[config.mk]
export PLATFORM = sky130hd
export DESIGN_NAME = fetch_stage_flat
export DESIGN_NICKNAME = d
export VERILOG_FILES = /design/src/rtl/fetch_stage_if.sv /design/src/rtl/fetch_stage.sv /design/src/flat_wrapper.sv
export SDC_FILE = /design/constraint.sdc
export NUM_CORES = 1
export LEC_CHECK = 0
export ABC_AREA = 1
export CAP_MARGIN = 40
export CORE_MARGIN = 1
export CORE_UTILIZATION = 37
export DETAILED_ROUTE_END_ITERATION = 10
export PLACE_DENSITY = 0.8
export SYNTH_ARGS = -nofsm -noshare
export SYNTH_HDL_FRONTEND = slang
export SYNTH_SLANG_ARGS = --single-unit
[constraint.sdc]
create_clock -name clk -period 1.5 [get_ports clk]
set_clock_uncertainty 0.2 [all_clocks]
set_input_delay 0.45 -clock clk [delete_from_list [all_inputs] [get_ports clk]]
set_output_delay 0.45 -clock clk [all_outputs]
set_load 0.005 [all_outputs]
[src/rtl/fetch_stage_if.sv]
// Fetch-stage bus: ROM address/data, decode stall, execute redirect and the IF/ID register outputs.
interface fetch_stage_if #(
   parameter int unsigned WIDTH = 24
);
   logic [WIDTH-1:0] imem_addr;
   logic [WIDTH-1:0] imem_rd;
   logic             stall_i;
   logic             redirect_i;
   logic [WIDTH-1:0] redirect_pc_i;
   logic [WIDTH-1:0] instr_o;
   logic [WIDTH-1:0] pc_o;
   logic             valid_o;
   logic             halted_o;

   modport master (
      output imem_addr,
      input  imem_rd,
      input  stall_i,
      input  redirect_i,
      input  redirect_pc_i,
      output instr_o,
      output pc_o,
      output valid_o,
      output halted_o
   );

   modport slave (
      input  imem_addr,
      output imem_rd,
      output stall_i,
      output redirect_i,
      output redirect_pc_i,
      input  instr_o,
      input  pc_o,
      input  valid_o,
      input  halted_o
   );
endinterface

[src/rtl/fetch_stage.sv]
// Instruction fetch stage: owns the PC, addresses the ROM and fills the IF/ID register.
// Optional HALT-opcode detection is compiled in with `define FETCH_HALT_EN.
module fetch_stage #(
   parameter int unsigned      WIDTH    = 24,
   parameter int unsigned      AMOUNT   = 256,
   parameter int unsigned      RESET_PC = 0,
   parameter logic [WIDTH-1:0] HALT_OP  = {WIDTH{1'b1}}
) (
   input  logic           clk,
   input  logic           rst_n,
   fetch_stage_if.master  fif
);

   localparam int unsigned AW = $clog2(AMOUNT);

`ifdef FETCH_HALT_EN
   localparam bit HALT_EN = 1'b1;
`else
   localparam bit HALT_EN = 1'b0;
`endif

   typedef enum logic {RUN, HALT} state_t;

   state_t           state_q, state_d;
   logic [AW-1:0]    pc_q, pc_d;
   logic [WIDTH-1:0] if_instr_q, if_instr_d;
   logic [WIDTH-1:0] if_pc_q, if_pc_d;
   logic             if_valid_q, if_valid_d;
   logic             halt_hit_c;

   // PC bits above the ROM index are always zero
   assign fif.imem_addr = WIDTH'(pc_q);
   assign halt_hit_c    = HALT_EN && (fif.imem_rd == HALT_OP);

   always_ff @(posedge clk or negedge rst_n) begin
      if (!rst_n) begin
         state_q    <= RUN;
         pc_q       <= AW'(RESET_PC);
         if_instr_q <= '0;
         if_pc_q    <= '0;
         if_valid_q <= 1'b0;
      end else begin
         state_q    <= state_d;
         pc_q       <= pc_d;
         if_instr_q <= if_instr_d;
         if_pc_q    <= if_pc_d;
         if_valid_q <= if_valid_d;
      end
   end

   // Priority: redirect > stall > halt bubble > advance
   always_comb begin
      state_d    = state_q;
      pc_d       = pc_q;
      if_instr_d = if_instr_q;
      if_pc_d    = if_pc_q;
      if_valid_d = if_valid_q;
      if (fif.redirect_i) begin
         state_d    = RUN;
         pc_d       = fif.redirect_pc_i[AW-1:0];
         if_instr_d = '0;
         if_pc_d    = '0;
         if_valid_d = 1'b0;
      end else if (!fif.stall_i) begin
         if (state_q == HALT) begin
            if_valid_d = 1'b0;
         end else begin
            if_instr_d = fif.imem_rd;
            if_pc_d    = WIDTH'(pc_q);
            if_valid_d = 1'b1;
            // the HALT word itself is delivered; the PC parks on it
            if (halt_hit_c) begin
               state_d = HALT;
            end else begin
               pc_d = pc_q + AW'(1);
            end
         end
      end
   end

   assign fif.instr_o = if_instr_q;
   assign fif.pc_o    = if_pc_q;
   assign fif.valid_o = if_valid_q;

`ifdef FETCH_HALT_EN
   assign fif.halted_o = (state_q == HALT);
`else
   assign fif.halted_o = 1'b0;
`endif

endmodule

[src/flat_wrapper.sv]
// flat-port wrapper written by rule: the top's interface ports become plain ports
module fetch_stage_flat 
#(
   parameter int unsigned      WIDTH    = 24,
   parameter int unsigned      AMOUNT   = 256,
   parameter int unsigned      RESET_PC = 0,
   parameter logic [WIDTH-1:0] HALT_OP  = {WIDTH{1'b1}}
)
  (clk, rst_n, fif_imem_addr, fif_imem_rd, fif_stall_i, fif_redirect_i, fif_redirect_pc_i, fif_instr_o, fif_pc_o, fif_valid_o, fif_halted_o);
  fetch_stage_if #(.WIDTH(WIDTH)) fif_i ();
  input  logic clk;
  input  logic rst_n;
  output wire logic [$bits(fif_i.imem_addr)-1:0] fif_imem_addr;
  input wire logic [$bits(fif_i.imem_rd)-1:0] fif_imem_rd;
  input wire logic [$bits(fif_i.stall_i)-1:0] fif_stall_i;
  input wire logic [$bits(fif_i.redirect_i)-1:0] fif_redirect_i;
  input wire logic [$bits(fif_i.redirect_pc_i)-1:0] fif_redirect_pc_i;
  output wire logic [$bits(fif_i.instr_o)-1:0] fif_instr_o;
  output wire logic [$bits(fif_i.pc_o)-1:0] fif_pc_o;
  output wire logic [$bits(fif_i.valid_o)-1:0] fif_valid_o;
  output wire logic [$bits(fif_i.halted_o)-1:0] fif_halted_o;
  assign fif_imem_addr = fif_i.imem_addr;
  assign fif_i.imem_rd = fif_imem_rd;
  assign fif_i.stall_i = fif_stall_i;
  assign fif_i.redirect_i = fif_redirect_i;
  assign fif_i.redirect_pc_i = fif_redirect_pc_i;
  assign fif_instr_o = fif_i.instr_o;
  assign fif_pc_o = fif_i.pc_o;
  assign fif_valid_o = fif_i.valid_o;
  assign fif_halted_o = fif_i.halted_o;
  fetch_stage #(.WIDTH(WIDTH), .AMOUNT(AMOUNT), .RESET_PC(RESET_PC), .HALT_OP(HALT_OP)) u_core (.clk(clk), .rst_n(rst_n), .fif(fif_i));
endmodule
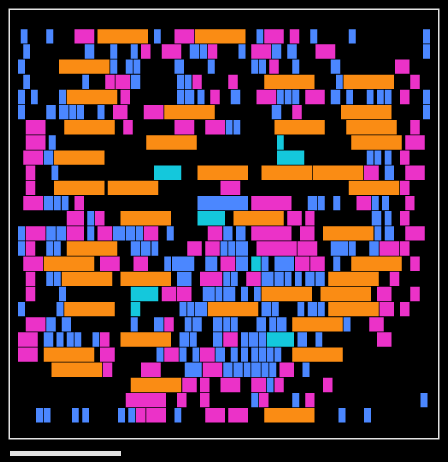
Run 1: cell classes on the final placement
Scale bar: 20 um.
Key: cyan = clock drivers and dummy loads [cells 8, share of their area 2.9%]; blue = combinational and other logic [cells 193, share of their area 30%]; orange = flops [cells 41, share of their area 36%]; magenta = other buffers and delay cells [cells 112, share of their area 31%]
final standard cell utilization of the core: 0.558
Final Cell Area: 2920 um^2
sequential cell area share: 0.351
placeable core area: 5240 um^2
number of core rows: 26

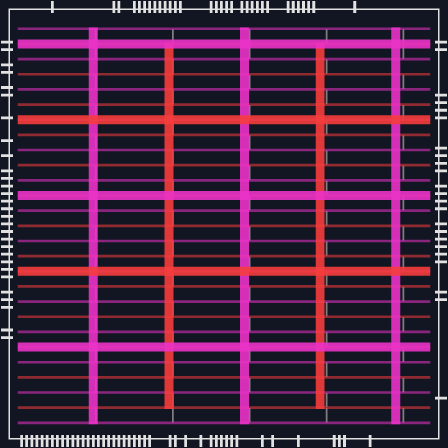
Run 1: floorplan with the power grid
Pins as bars on the die edge. Tap cells in gray.
Key: magenta = VSS; red = VDD
The core has 26 rows. 70 tap cells. 5 straps on met5.

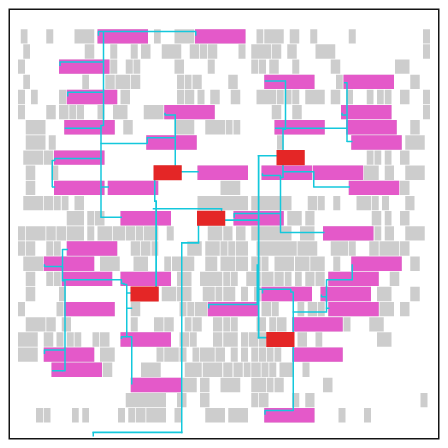
Run 1: routed clock nets over the placement
Key: red = clock drivers [count 5]; cyan = clock wires [length 510 um]; magenta = flip-flops [count 41]
Position of the flops: widely spread. There are 6 routed clock nets.
clock network power: 0.000692 W
clock insertion delay at the later pin of the skew report: 300 ps
Clk network pwr share: 0.268

==> flow_results.xml, run 1 <==
<?xml version="1.0" encoding="UTF-8"?>
<metrics>
  <group name="grt">
    <metric name="global_route.usage.met1" unit="">0.200</metric>
    <metric name="grt_busiest_layer" unit="">met2</metric>
    <metric name="grt_pass1_vias" unit="">1685</metric>
    <metric name="grtUsageTotal" unit="">0.167</metric>
    <metric name="grt.met3_usage" unit="">0.0262</metric>
  </group>
  <group name="placement">
    <metric name="gp_routability_congestion" unit="">0.811</metric>
    <metric name="portBuffers" unit="">76</metric>
    <metric name="dpl.hpwl" unit="um">3520</metric>
    <metric name="dp.cells" unit="">403</metric>
    <metric name="dpl_worst_slack" unit="ps">-364</metric>
  </group>
  <group name="setup_path">
    <metric name="worst_setup_path_start_kind" unit="">flop</metric>
    <metric name="timing.reg2reg.worst_path_depth" unit="">9</metric>
    <metric name="criticalPathCategory" unit="">reg -&gt; out</metric>
    <metric name="critPathBufInv" unit="">1</metric>
    <metric name="reg2reg_setup_slack" unit="ps">70</metric>
    <metric name="worstPathRequired" unit="ps">850</metric>
    <metric name="critical_path.max_fanout" unit="">2</metric>
    <metric name="r2r_end" unit="">u_core.pc_q[7]$_DFFE_PN0P_</metric>
    <metric name="timing.critical_path.slowest_cell_delay" unit="ps">420</metric>
    <metric name="r2r_start" unit="">u_core.pc_q[0]$_DFFE_PN0P_</metric>
    <metric name="timing.critical_path.cells" unit="">buf_2</metric>
  </group>
  <group name="synthesis">
    <metric name="synth.top_cells.by_area" unit="">dfrtp_1 50%, nand2_1 14%, buf_4 12%</metric>
    <metric name="ys_cells" unit="">245</metric>
    <metric name="yosys_simple_share" unit="">0.258</metric>
    <metric name="synth.top_cells.by_count" unit="">78 x nand2_1, 41 x dfrtp_1, 33 x buf_4</metric>
    <metric name="average_size_of_a_mapped_cell" unit="um^2">8.45</metric>
    <metric name="synth_async_sr_flop_share" unit="">1.00</metric>
    <metric name="post_synth_instance_area" unit="um^2">2070</metric>
    <metric name="postSynth.topFlopCell" unit="">dfrtp_1</metric>
    <metric name="post_synth_area_from_yosys_stat" unit="um^2">2070</metric>
    <metric name="mux_share" unit="">0</metric>
    <metric name="synth-edff-count" unit="">0</metric>
    <metric name="ys_ff" unit="">41</metric>
    <metric name="top_area_cell" unit="">dfrtp_1</metric>
    <metric name="synth_xor_xnor_area_share" unit="">0</metric>
    <metric name="synthesis.yosys.warnings" unit="">0</metric>
    <metric name="postSynthSeqShare" unit="">0.495</metric>
    <metric name="number_of_instances_in_the_synthesized_netlist" unit="">245</metric>
    <metric name="aoi_share" unit="">0.0538</metric>
    <metric name="synth_adder_area_share" unit="">0.00604</metric>
  </group>
  <group name="cts">
    <metric name="cts_max_level" unit="">2</metric>
    <metric name="clock_sink_count" unit="">41</metric>
    <metric name="postCtsSetupBuffers" unit="">9</metric>
    <metric name="number_of_cells_upsized_or_downsized_after_cts" unit="">165</metric>
    <metric name="number_of_hold_repair_buffers_added_at_the_cts_stage" unit="">1</metric>
    <metric name="tritoncts" unit="">yes</metric>
    <metric name="clkSlewWorstSetupHoldPaths" unit="ps">80</metric>
    <metric name="cts_buffers" unit="">5</metric>
  </group>
  <group name="drt">
    <metric name="highest-signal-layer" unit="">met4</metric>
    <metric name="wl_met2" unit="um">2510</metric>
    <metric name="remaining_drc_errors" unit="">0</metric>
    <metric name="first_pass_iters" unit="">4</metric>
    <metric name="initialDrtViolationCount" unit="">123</metric>
    <metric name="num_vias" unit="">1863</metric>
    <metric name="avgRoutedWirePerCell" unit="um">11.6</metric>
    <metric name="final_antenna_net_count" unit="">0</metric>
  </group>
  <group name="min_path">
    <metric name="hold_path_startpoint" unit="">u_core.fif.instr_o[17]$_DFFE_PN0P_</metric>
    <metric name="holdPathStages" unit="">2</metric>
    <metric name="timing.hold.worst_endpoint" unit="">u_core.fif.instr_o[17]$_DFFE_PN0P_</metric>
  </group>
  <group name="final_layout">
    <metric name="dominant_cells" unit="">sequential cells</metric>
    <metric name="area_of_the_multi_input_gates" unit="um^2">800</metric>
    <metric name="buffers_excl_clock" unit="">112</metric>
    <metric name="n_fill_cell" unit="">511</metric>
    <metric name="stdcell_count" unit="">424</metric>
    <metric name="n_sequential_cell" unit="">41</metric>
    <metric name="finalNetCount" unit="">406</metric>
    <metric name="sh_comb_area" unit="">0.273</metric>
    <metric name="antenna-diode-count" unit="">0</metric>
    <metric name="post_route_cells_drive_above_1_share" unit="">0.277</metric>
    <metric name="regArea" unit="um^2">1030</metric>
    <metric name="inverters_excl_clock" unit="">13</metric>
    <metric name="number_of_flip_flops_in_the_largest_register" unit="">24</metric>
    <metric name="mostFrequentLayoutCell" unit="">nand2_1</metric>
  </group>
  <group name="sta">
    <metric name="final_max_slew_viol_count" unit="">0</metric>
    <metric name="maximum_clock_frequency" unit="MHz">666</metric>
    <metric name="setup_tns" unit="ps">-2.21</metric>
    <metric name="finalHoldViolations" unit="">0</metric>
    <metric name="setup_violations" unit="">1</metric>
    <metric name="setup_ws" unit="ps">-2.21</metric>
    <metric name="final_critical_path_required_period" unit="ps">1500</metric>
    <metric name="final_min_period_over_clock_period" unit="">1.00</metric>
  </group>
  <group name="pwr">
    <metric name="powerSeq" unit="W">0.00124</metric>
    <metric name="comb_cell_power" unit="W">0.000652</metric>
    <metric name="power-per-cell-area" unit="nW/um^2">884</metric>
    <metric name="cellLeakagePower" unit="nW">1.63</metric>
  </group>
  <group name="run_status">
    <metric name="failed_checks" unit="">negative setup slack</metric>
    <metric name="outcome" unit="">finished, violations left</metric>
  </group>
  <group name="flow_run">
    <metric name="openroad_warning_count" unit="">43</metric>
  </group>
  <group name="floorplanning">
    <metric name="io_pins" unit="">126</metric>
    <metric name="die_w" unit="um">76.8</metric>
  </group>
</metrics>
Run 1, sequential cells colored by netlist name:
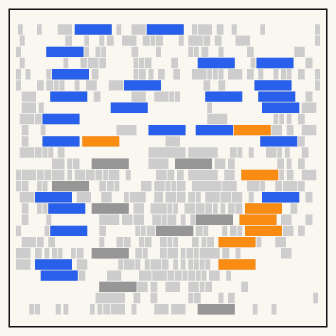

--- run 2 (diff from run 1) ---
--- a/config.mk
+++ b/config.mk
@@ -7,10 +7,12 @@
 export LEC_CHECK = 0
 export ABC_AREA = 1
 export CAP_MARGIN = 40
+export CELL_PAD_IN_SITES_DETAIL_PLACEMENT = 0
+export CELL_PAD_IN_SITES_GLOBAL_PLACEMENT = 2
 export CORE_MARGIN = 1
-export CORE_UTILIZATION = 37
+export CORE_UTILIZATION = 19
 export DETAILED_ROUTE_END_ITERATION = 10
-export PLACE_DENSITY = 0.8
+export PLACE_DENSITY = 0.78
 export SYNTH_ARGS = -nofsm -noshare
 export SYNTH_HDL_FRONTEND = slang
 export SYNTH_SLANG_ARGS = --single-unit
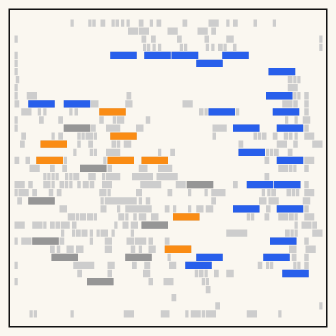
Run 2: sequential cells colored by netlist name
Key: orange = u_core.fif.pc_o [sequential cells 8]; blue = u_core.fif.instr_o [sequential cells 24]
Another 9 sequential cells are not colored.
sequential cell area share: 0.335
final standard cell utilization of the core: 0.293

==> flow_results.xml, run 2 <==
<?xml version="1.0" encoding="UTF-8"?>
<metrics>
  <group name="run_status">
    <metric name="outcome" unit="">complete, no violations</metric>
  </group>
  <group name="synthesis">
    <metric name="synthesis.yosys.warnings" unit="">0</metric>
    <metric name="synth_adder_area_share" unit="">0.00604</metric>
    <metric name="yosys.cell_types.count" unit="">22</metric>
    <metric name="synth_async_sr_flop_share" unit="">1.00</metric>
    <metric name="mux_share" unit="">0</metric>
    <metric name="yosys_simple_share" unit="">0.258</metric>
    <metric name="post_synth_instance_area" unit="um^2">2070</metric>
    <metric name="ys_ff" unit="">41</metric>
    <metric name="postSynth.topFlopCell" unit="">dfrtp_1</metric>
    <metric name="cell_with_the_most_instances_after_synthesis" unit="">nand2_1</metric>
    <metric name="synth-edff-count" unit="">0</metric>
    <metric name="number_of_instances_in_the_synthesized_netlist" unit="">245</metric>
    <metric name="ys_cells" unit="">245</metric>
    <metric name="top_area_cell" unit="">dfrtp_1</metric>
    <metric name="post_synth_area_from_yosys_stat" unit="um^2">2070</metric>
    <metric name="synth.top_cells.by_area" unit="">dfrtp_1 50%, nand2_1 14%, buf_4 12%</metric>
    <metric name="synth.top_cells.by_count" unit="">78 x nand2_1, 41 x dfrtp_1, 33 x buf_4</metric>
    <metric name="synth_xor_xnor_area_share" unit="">0</metric>
    <metric name="aoi_share" unit="">0.0538</metric>
    <metric name="postSynthSeqShare" unit="">0.495</metric>
    <metric name="average_size_of_a_mapped_cell" unit="um^2">8.45</metric>
  </group>
  <group name="drt">
    <metric name="remaining_drc_errors" unit="">0</metric>
    <metric name="final_antenna_net_count" unit="">0</metric>
    <metric name="dr_wl_met3" unit="um">401</metric>
    <metric name="avgRoutedWirePerCell" unit="um">11.9</metric>
    <metric name="num_vias" unit="">1826</metric>
    <metric name="wirelength_met1" unit="um">2680</metric>
    <metric name="initialDrtViolationCount" unit="">57</metric>
    <metric name="highest-signal-layer" unit="">met4</metric>
    <metric name="wl_met2" unit="um">2720</metric>
    <metric name="first_pass_iters" unit="">4</metric>
    <metric name="vias_per_cell" unit="">3.72</metric>
  </group>
  <group name="setup_path">
    <metric name="critPathBufInv" unit="">1</metric>
    <metric name="r2r_start" unit="">u_core.pc_q[1]$_DFFE_PN0P_</metric>
    <metric name="critical-path-top-delay-family" unit="">flip-flops</metric>
    <metric name="timing.critical_path.slowest_cell_delay" unit="ps">410</metric>
    <metric name="r2r_end" unit="">u_core.pc_q[6]$_DFFE_PN0P_</metric>
    <metric name="timing.reg2reg.worst_path_depth" unit="">8</metric>
    <metric name="worst_setup_path_start_kind" unit="">flop</metric>
    <metric name="worst_ep_arrival_time" unit="ps">840</metric>
    <metric name="worstPathRequired" unit="ps">850</metric>
    <metric name="reg2reg_setup_slack" unit="ps">120</metric>
    <metric name="critical_path.max_fanout" unit="">2</metric>
    <metric name="timing.critical_path.cells" unit="">buf_2</metric>
    <metric name="criticalPathCategory" unit="">reg -&gt; out</metric>
  </group>
  <group name="cts">
    <metric name="cts_max_level" unit="">2</metric>
    <metric name="cts_buffers" unit="">5</metric>
    <metric name="number_of_cells_upsized_or_downsized_after_cts" unit="">169</metric>
    <metric name="clk_root_buffer_cell" unit="">clkbuf_8</metric>
    <metric name="tritoncts" unit="">yes</metric>
    <metric name="postCtsSetupBuffers" unit="">9</metric>
    <metric name="number_of_hold_repair_buffers_added_at_the_cts_stage" unit="">1</metric>
    <metric name="clock_insertion_delay_at_the_later_pin_of_the_skew_report" unit="ps">290</metric>
    <metric name="clkSlewWorstSetupHoldPaths" unit="ps">80</metric>
    <metric name="clock_sink_count" unit="">41</metric>
  </group>
  <group name="placement">
    <metric name="dp.cells" unit="">470</metric>
    <metric name="gp_routability_congestion" unit="">0.798</metric>
    <metric name="dpl_worst_slack" unit="ps">-394</metric>
    <metric name="dpl.hpwl" unit="um">4030</metric>
    <metric name="portBuffers" unit="">76</metric>
  </group>
  <group name="final_layout">
    <metric name="inverters_excl_clock" unit="">14</metric>
    <metric name="syn_to_final_growth" unit="%">47.9</metric>
    <metric name="mostFrequentLayoutCell" unit="">nand2_1</metric>
    <metric name="antenna-diode-count" unit="">0</metric>
    <metric name="post_route_cells_drive_above_1_share" unit="">0.285</metric>
    <metric name="comb_cells" unit="">180</metric>
    <metric name="number_of_flip_flops_in_the_largest_register" unit="">24</metric>
    <metric name="area_of_the_multi_input_gates" unit="um^2">805</metric>
    <metric name="dominant_cells" unit="">sequential cells</metric>
    <metric name="buffer_area_frac" unit="">0.289</metric>
    <metric name="finalNetCount" unit="">407</metric>
    <metric name="regArea" unit="um^2">1030</metric>
    <metric name="stdcell_area" unit="um^2">3060</metric>
    <metric name="stdcell_count" unit="">491</metric>
    <metric name="n_sequential_cell" unit="">41</metric>
    <metric name="buffers_excl_clock" unit="">112</metric>
    <metric name="n_fill_cell" unit="">1161</metric>
    <metric name="sh_comb_area" unit="">0.263</metric>
  </group>
  <group name="grt">
    <metric name="grt.met3_usage" unit="">0.0251</metric>
    <metric name="grt_pass1_vias" unit="">1811</metric>
    <metric name="global_route.usage.met1" unit="">0.138</metric>
    <metric name="grt_busiest_layer" unit="">met2</metric>
    <metric name="overflow" unit="">0</metric>
    <metric name="antenna_found_initial" unit="">0</metric>
    <metric name="grtUsageTotal" unit="">0.108</metric>
  </group>
  <group name="pwr">
    <metric name="cellLeakagePower" unit="nW">1.64</metric>
    <metric name="group_drawing_the_most_power" unit="">registers</metric>
    <metric name="power-per-cell-area" unit="nW/um^2">933</metric>
    <metric name="clock_network_power" unit="W">0.000950</metric>
    <metric name="power.ir.vdd_worst" unit="mV">0.346</metric>
    <metric name="clock_power_share" unit="">0.333</metric>
    <metric name="seq_power_share" unit="">0.434</metric>
    <metric name="netSwitchingPower" unit="W">0.000783</metric>
    <metric name="powerSeq" unit="W">0.00124</metric>
    <metric name="comb_cell_power" unit="W">0.000667</metric>
  </group>
  <group name="sta">
    <metric name="final_max_slew_viol_count" unit="">0</metric>
    <metric name="final_min_period_over_clock_period" unit="">0.991</metric>
    <metric name="setup_violations" unit="">0</metric>
    <metric name="final_critical_path_required_period" unit="ps">1490</metric>
    <metric name="setup_ws" unit="ps">12.8</metric>
    <metric name="maximum_clock_frequency" unit="MHz">672</metric>
    <metric name="finalHoldViolations" unit="">0</metric>
    <metric name="setup_tns" unit="ps">0</metric>
    <metric name="grt_setup_unrepaired" unit="">true</metric>
  </group>
  <group name="floorplanning">
    <metric name="die_w" unit="um">106</metric>
    <metric name="io_pins" unit="">126</metric>
    <metric name="die_area" unit="um^2">11300</metric>
    <metric name="rows" unit="">37</metric>
    <metric name="fp_util" unit="">0.198</metric>
    <metric name="placeableCoreArea" unit="um^2">10500</metric>
  </group>
  <group name="min_path">
    <metric name="hold_path_startpoint" unit="">u_core.fif.instr_o[5]$_DFFE_PN0P_</metric>
    <metric name="timing.hold.worst.class" unit="">reg -&gt; reg</metric>
    <metric name="holdPathStages" unit="">2</metric>
    <metric name="timing.hold.worst_endpoint" unit="">u_core.fif.instr_o[5]$_DFFE_PN0P_</metric>
  </group>
  <group name="flow_run">
    <metric name="openroad_warning_count" unit="">43</metric>
  </group>
</metrics>
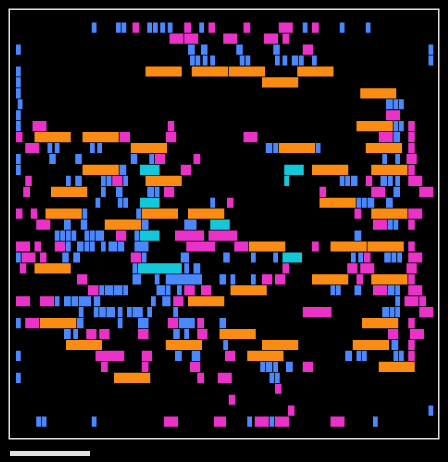
Run 2: cell classes on the final placement
Scale bar: 20 um.
Key: magenta = other buffers and delay cells [cells 112, share of their area 31%]; orange = flops [cells 41, share of their area 35%]; cyan = clock drivers and dummy loads [cells 8, share of their area 4.0%]; blue = combinational and other logic [cells 194, share of their area 30%]

--- run 3 (diff from run 2) ---
--- a/config.mk
+++ b/config.mk
@@ -6,6 +6,7 @@
 export NUM_CORES = 1
 export LEC_CHECK = 0
 export ABC_AREA = 1
+export ABC_CLOCK_PERIOD_IN_PS = 1500
 export CAP_MARGIN = 40
 export CELL_PAD_IN_SITES_DETAIL_PLACEMENT = 0
 export CELL_PAD_IN_SITES_GLOBAL_PLACEMENT = 2
@@ -13,6 +14,7 @@
 export CORE_UTILIZATION = 19
 export DETAILED_ROUTE_END_ITERATION = 10
 export PLACE_DENSITY = 0.78
+export SLEW_MARGIN = 20
 export SYNTH_ARGS = -nofsm -noshare
 export SYNTH_HDL_FRONTEND = slang
 export SYNTH_SLANG_ARGS = --single-unit
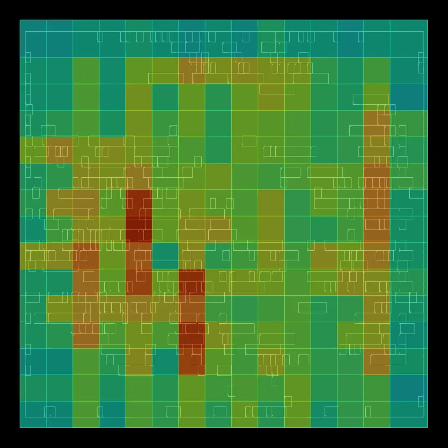
Run 3: track usage over the die
global routing's busiest layer: met2
global routing usage on met3: 0.0251
Total GRT Usage: 0.108
global routing usage on met1: 0.138

==> flow_results.xml, run 3 <==
<?xml version="1.0" encoding="UTF-8"?>
<metrics>
  <group name="sta">
    <metric name="final_min_period_over_clock_period" unit="">0.991</metric>
    <metric name="final_critical_path_required_period" unit="ps">1490</metric>
    <metric name="hold_ws" unit="ps">269</metric>
    <metric name="final_max_slew_viol_count" unit="">0</metric>
    <metric name="maximum_clock_frequency" unit="MHz">672</metric>
    <metric name="grt_setup_unrepaired" unit="">true</metric>
    <metric name="finalHoldViolations" unit="">0</metric>
    <metric name="setup_violations" unit="">0</metric>
    <metric name="setup_ws" unit="ps">12.8</metric>
    <metric name="setup_tns" unit="ps">0</metric>
  </group>
  <group name="drt">
    <metric name="final_antenna_net_count" unit="">0</metric>
    <metric name="first_pass_iters" unit="">4</metric>
    <metric name="highest-signal-layer" unit="">met4</metric>
    <metric name="wl_met2" unit="um">2720</metric>
    <metric name="wirelength_met1" unit="um">2680</metric>
    <metric name="avgRoutedWirePerCell" unit="um">11.9</metric>
    <metric name="initialDrtViolationCount" unit="">57</metric>
    <metric name="num_vias" unit="">1826</metric>
    <metric name="postRouteWirelength" unit="um">5840</metric>
    <metric name="remaining_drc_errors" unit="">0</metric>
    <metric name="dr_wl_met3" unit="um">401</metric>
    <metric name="vias_per_cell" unit="">3.72</metric>
  </group>
  <group name="final_layout">
    <metric name="clock_buffers" unit="">7</metric>
    <metric name="seq_share" unit="">0.335</metric>
    <metric name="n_fill_cell" unit="">1161</metric>
    <metric name="buffer_area_frac" unit="">0.289</metric>
    <metric name="mostFrequentLayoutCell" unit="">nand2_1</metric>
    <metric name="sh_comb_area" unit="">0.263</metric>
    <metric name="buffers_excl_clock" unit="">112</metric>
    <metric name="stdcell_count" unit="">491</metric>
    <metric name="syn_to_final_growth" unit="%">47.9</metric>
    <metric name="post_route_cells_drive_above_1_share" unit="">0.285</metric>
    <metric name="finalNetCount" unit="">407</metric>
    <metric name="number_of_flip_flops_in_the_largest_register" unit="">24</metric>
    <metric name="final_core_util" unit="">0.293</metric>
    <metric name="n_sequential_cell" unit="">41</metric>
    <metric name="dominant_cells" unit="">sequential cells</metric>
    <metric name="stdcell_area" unit="um^2">3060</metric>
    <metric name="comb_cells" unit="">180</metric>
    <metric name="antenna-diode-count" unit="">0</metric>
    <metric name="inverters_excl_clock" unit="">14</metric>
    <metric name="area_of_the_multi_input_gates" unit="um^2">805</metric>
    <metric name="layout_top_cells_excl_fill_tap" unit="">76 x nand2_1, 42 x buf_2, 41 x dfrtp_1</metric>
    <metric name="regArea" unit="um^2">1030</metric>
  </group>
  <group name="synthesis">
    <metric name="synth.top_cells.by_area" unit="">dfrtp_1 50%, nand2_1 14%, buf_4 12%</metric>
    <metric name="ys_ff" unit="">41</metric>
    <metric name="average_size_of_a_mapped_cell" unit="um^2">8.45</metric>
    <metric name="number_of_instances_in_the_synthesized_netlist" unit="">245</metric>
    <metric name="ys_cells" unit="">245</metric>
    <metric name="synth_xor_xnor_area_share" unit="">0</metric>
    <metric name="synth.top_cells.by_count" unit="">78 x nand2_1, 41 x dfrtp_1, 33 x buf_4</metric>
    <metric name="yosys.cell_types.count" unit="">22</metric>
    <metric name="top_area_cell" unit="">dfrtp_1</metric>
    <metric name="synth_adder_area_share" unit="">0.00604</metric>
    <metric name="mux_share" unit="">0</metric>
    <metric name="postSynthSeqShare" unit="">0.495</metric>
    <metric name="cell_with_the_most_instances_after_synthesis" unit="">nand2_1</metric>
    <metric name="postSynth.topFlopCell" unit="">dfrtp_1</metric>
    <metric name="synthesis.yosys.warnings" unit="">0</metric>
    <metric name="synthTopLogicFamily" unit="">simple AND/OR/NAND/NOR gates</metric>
    <metric name="post_synth_instance_area" unit="um^2">2070</metric>
    <metric name="post_synth_area_from_yosys_stat" unit="um^2">2070</metric>
    <metric name="synth_largest_type_area_fraction" unit="">0.495</metric>
    <metric name="synth-edff-count" unit="">0</metric>
    <metric name="yosys_simple_share" unit="">0.258</metric>
    <metric name="synth_async_sr_flop_share" unit="">1.00</metric>
    <metric name="aoi_share" unit="">0.0538</metric>
  </group>
  <group name="setup_path">
    <metric name="r2r_end" unit="">u_core.pc_q[6]$_DFFE_PN0P_</metric>
    <metric name="r2r_start" unit="">u_core.pc_q[1]$_DFFE_PN0P_</metric>
    <metric name="timing.critical_path.cells" unit="">buf_2</metric>
    <metric name="critPathBufInv" unit="">1</metric>
    <metric name="crit_cells" unit="">1</metric>
    <metric name="critical_path.max_fanout" unit="">2</metric>
    <metric name="timing.critical_path.from" unit="">u_core.fif.pc_o[2]$_DFFE_PN0P_</metric>
    <metric name="worst_ep_arrival_time" unit="ps">840</metric>
    <metric name="timing.reg2reg.worst_path_depth" unit="">8</metric>
    <metric name="reg2reg_setup_slack" unit="ps">120</metric>
    <metric name="critPathSlowestCell" unit="">dfrtp_1</metric>
    <metric name="endpoint" unit="">fif_pc_o[2]</metric>
    <metric name="worstPathRequired" unit="ps">850</metric>
    <metric name="worst_setup_path_start_kind" unit="">flop</metric>
    <metric name="critical-path-top-delay-family" unit="">flip-flops</metric>
    <metric name="criticalPathCategory" unit="">reg -&gt; out</metric>
    <metric name="timing.critical_path.slowest_cell_delay" unit="ps">410</metric>
  </group>
  <group name="cts">
    <metric name="cts_max_level" unit="">2</metric>
    <metric name="postCtsSetupBuffers" unit="">9</metric>
    <metric name="number_of_cells_upsized_or_downsized_after_cts" unit="">169</metric>
    <metric name="clock_sink_count" unit="">41</metric>
    <metric name="clk_root_buffer_cell" unit="">clkbuf_8</metric>
    <metric name="tritoncts" unit="">yes</metric>
    <metric name="clkSlewWorstSetupHoldPaths" unit="ps">80</metric>
    <metric name="number_of_hold_repair_buffers_added_at_the_cts_stage" unit="">1</metric>
    <metric name="cts_buffer_depth" unit="">2</metric>
    <metric name="cts_buffers" unit="">5</metric>
    <metric name="clock_insertion_delay_at_the_later_pin_of_the_skew_report" unit="ps">290</metric>
  </group>
  <group name="pwr">
    <metric name="powerSeq" unit="W">0.00124</metric>
    <metric name="post-layout-total-power" unit="W">0.00286</metric>
    <metric name="clock_power_share" unit="">0.333</metric>
    <metric name="comb_cell_power" unit="W">0.000667</metric>
    <metric name="cellLeakagePower" unit="nW">1.64</metric>
    <metric name="group_drawing_the_most_power" unit="">registers</metric>
    <metric name="power-per-cell-area" unit="nW/um^2">933</metric>
    <metric name="internal_power" unit="W">0.00207</metric>
    <metric name="power.ir.vdd_worst" unit="mV">0.346</metric>
    <metric name="seq_power_share" unit="">0.434</metric>
    <metric name="clock_network_power" unit="W">0.000950</metric>
    <metric name="netSwitchingPower" unit="W">0.000783</metric>
  </group>
  <group name="min_path">
    <metric name="holdPathStages" unit="">2</metric>
    <metric name="timing.hold.worst_endpoint" unit="">u_core.fif.instr_o[5]$_DFFE_PN0P_</metric>
    <metric name="timing.hold.worst.class" unit="">reg -&gt; reg</metric>
    <metric name="hold_path_startpoint" unit="">u_core.fif.instr_o[5]$_DFFE_PN0P_</metric>
  </group>
  <group name="grt">
    <metric name="overflow" unit="">0</metric>
    <metric name="grt_pass1_vias" unit="">1811</metric>
    <metric name="grt_pass1_wl" unit="um">9450</metric>
    <metric name="antenna_found_initial" unit="">0</metric>
  </group>
  <group name="placement">
    <metric name="dp.cells" unit="">470</metric>
    <metric name="gp_routability_congestion" unit="">0.798</metric>
    <metric name="dpl.hpwl" unit="um">4030</metric>
    <metric name="dpl_worst_slack" unit="ps">-394</metric>
    <metric name="postPlaceCellArea" unit="um^2">3030</metric>
    <metric name="portBuffers" unit="">76</metric>
  </group>
  <group name="floorplanning">
    <metric name="placeableCoreArea" unit="um^2">10500</metric>
    <metric name="rows" unit="">37</metric>
    <metric name="die_w" unit="um">106</metric>
    <metric name="nWellTaps" unit="">136</metric>
    <metric name="die_area" unit="um^2">11300</metric>
    <metric name="fp_util" unit="">0.198</metric>
    <metric name="io_pins" unit="">126</metric>
  </group>
  <group name="flow_run">
    <metric name="openroad_warning_count" unit="">43</metric>
  </group>
  <group name="run_status">
    <metric name="outcome" unit="">complete, no violations</metric>
  </group>
</metrics>
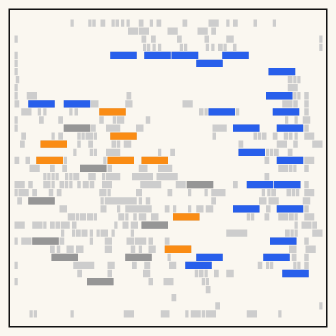
Run 3: sequential cells colored by netlist name
Key: blue = u_core.fif.instr_o [sequential cells 24]; orange = u_core.fif.pc_o [sequential cells 8]

Power and IR drop assume default switching activity.
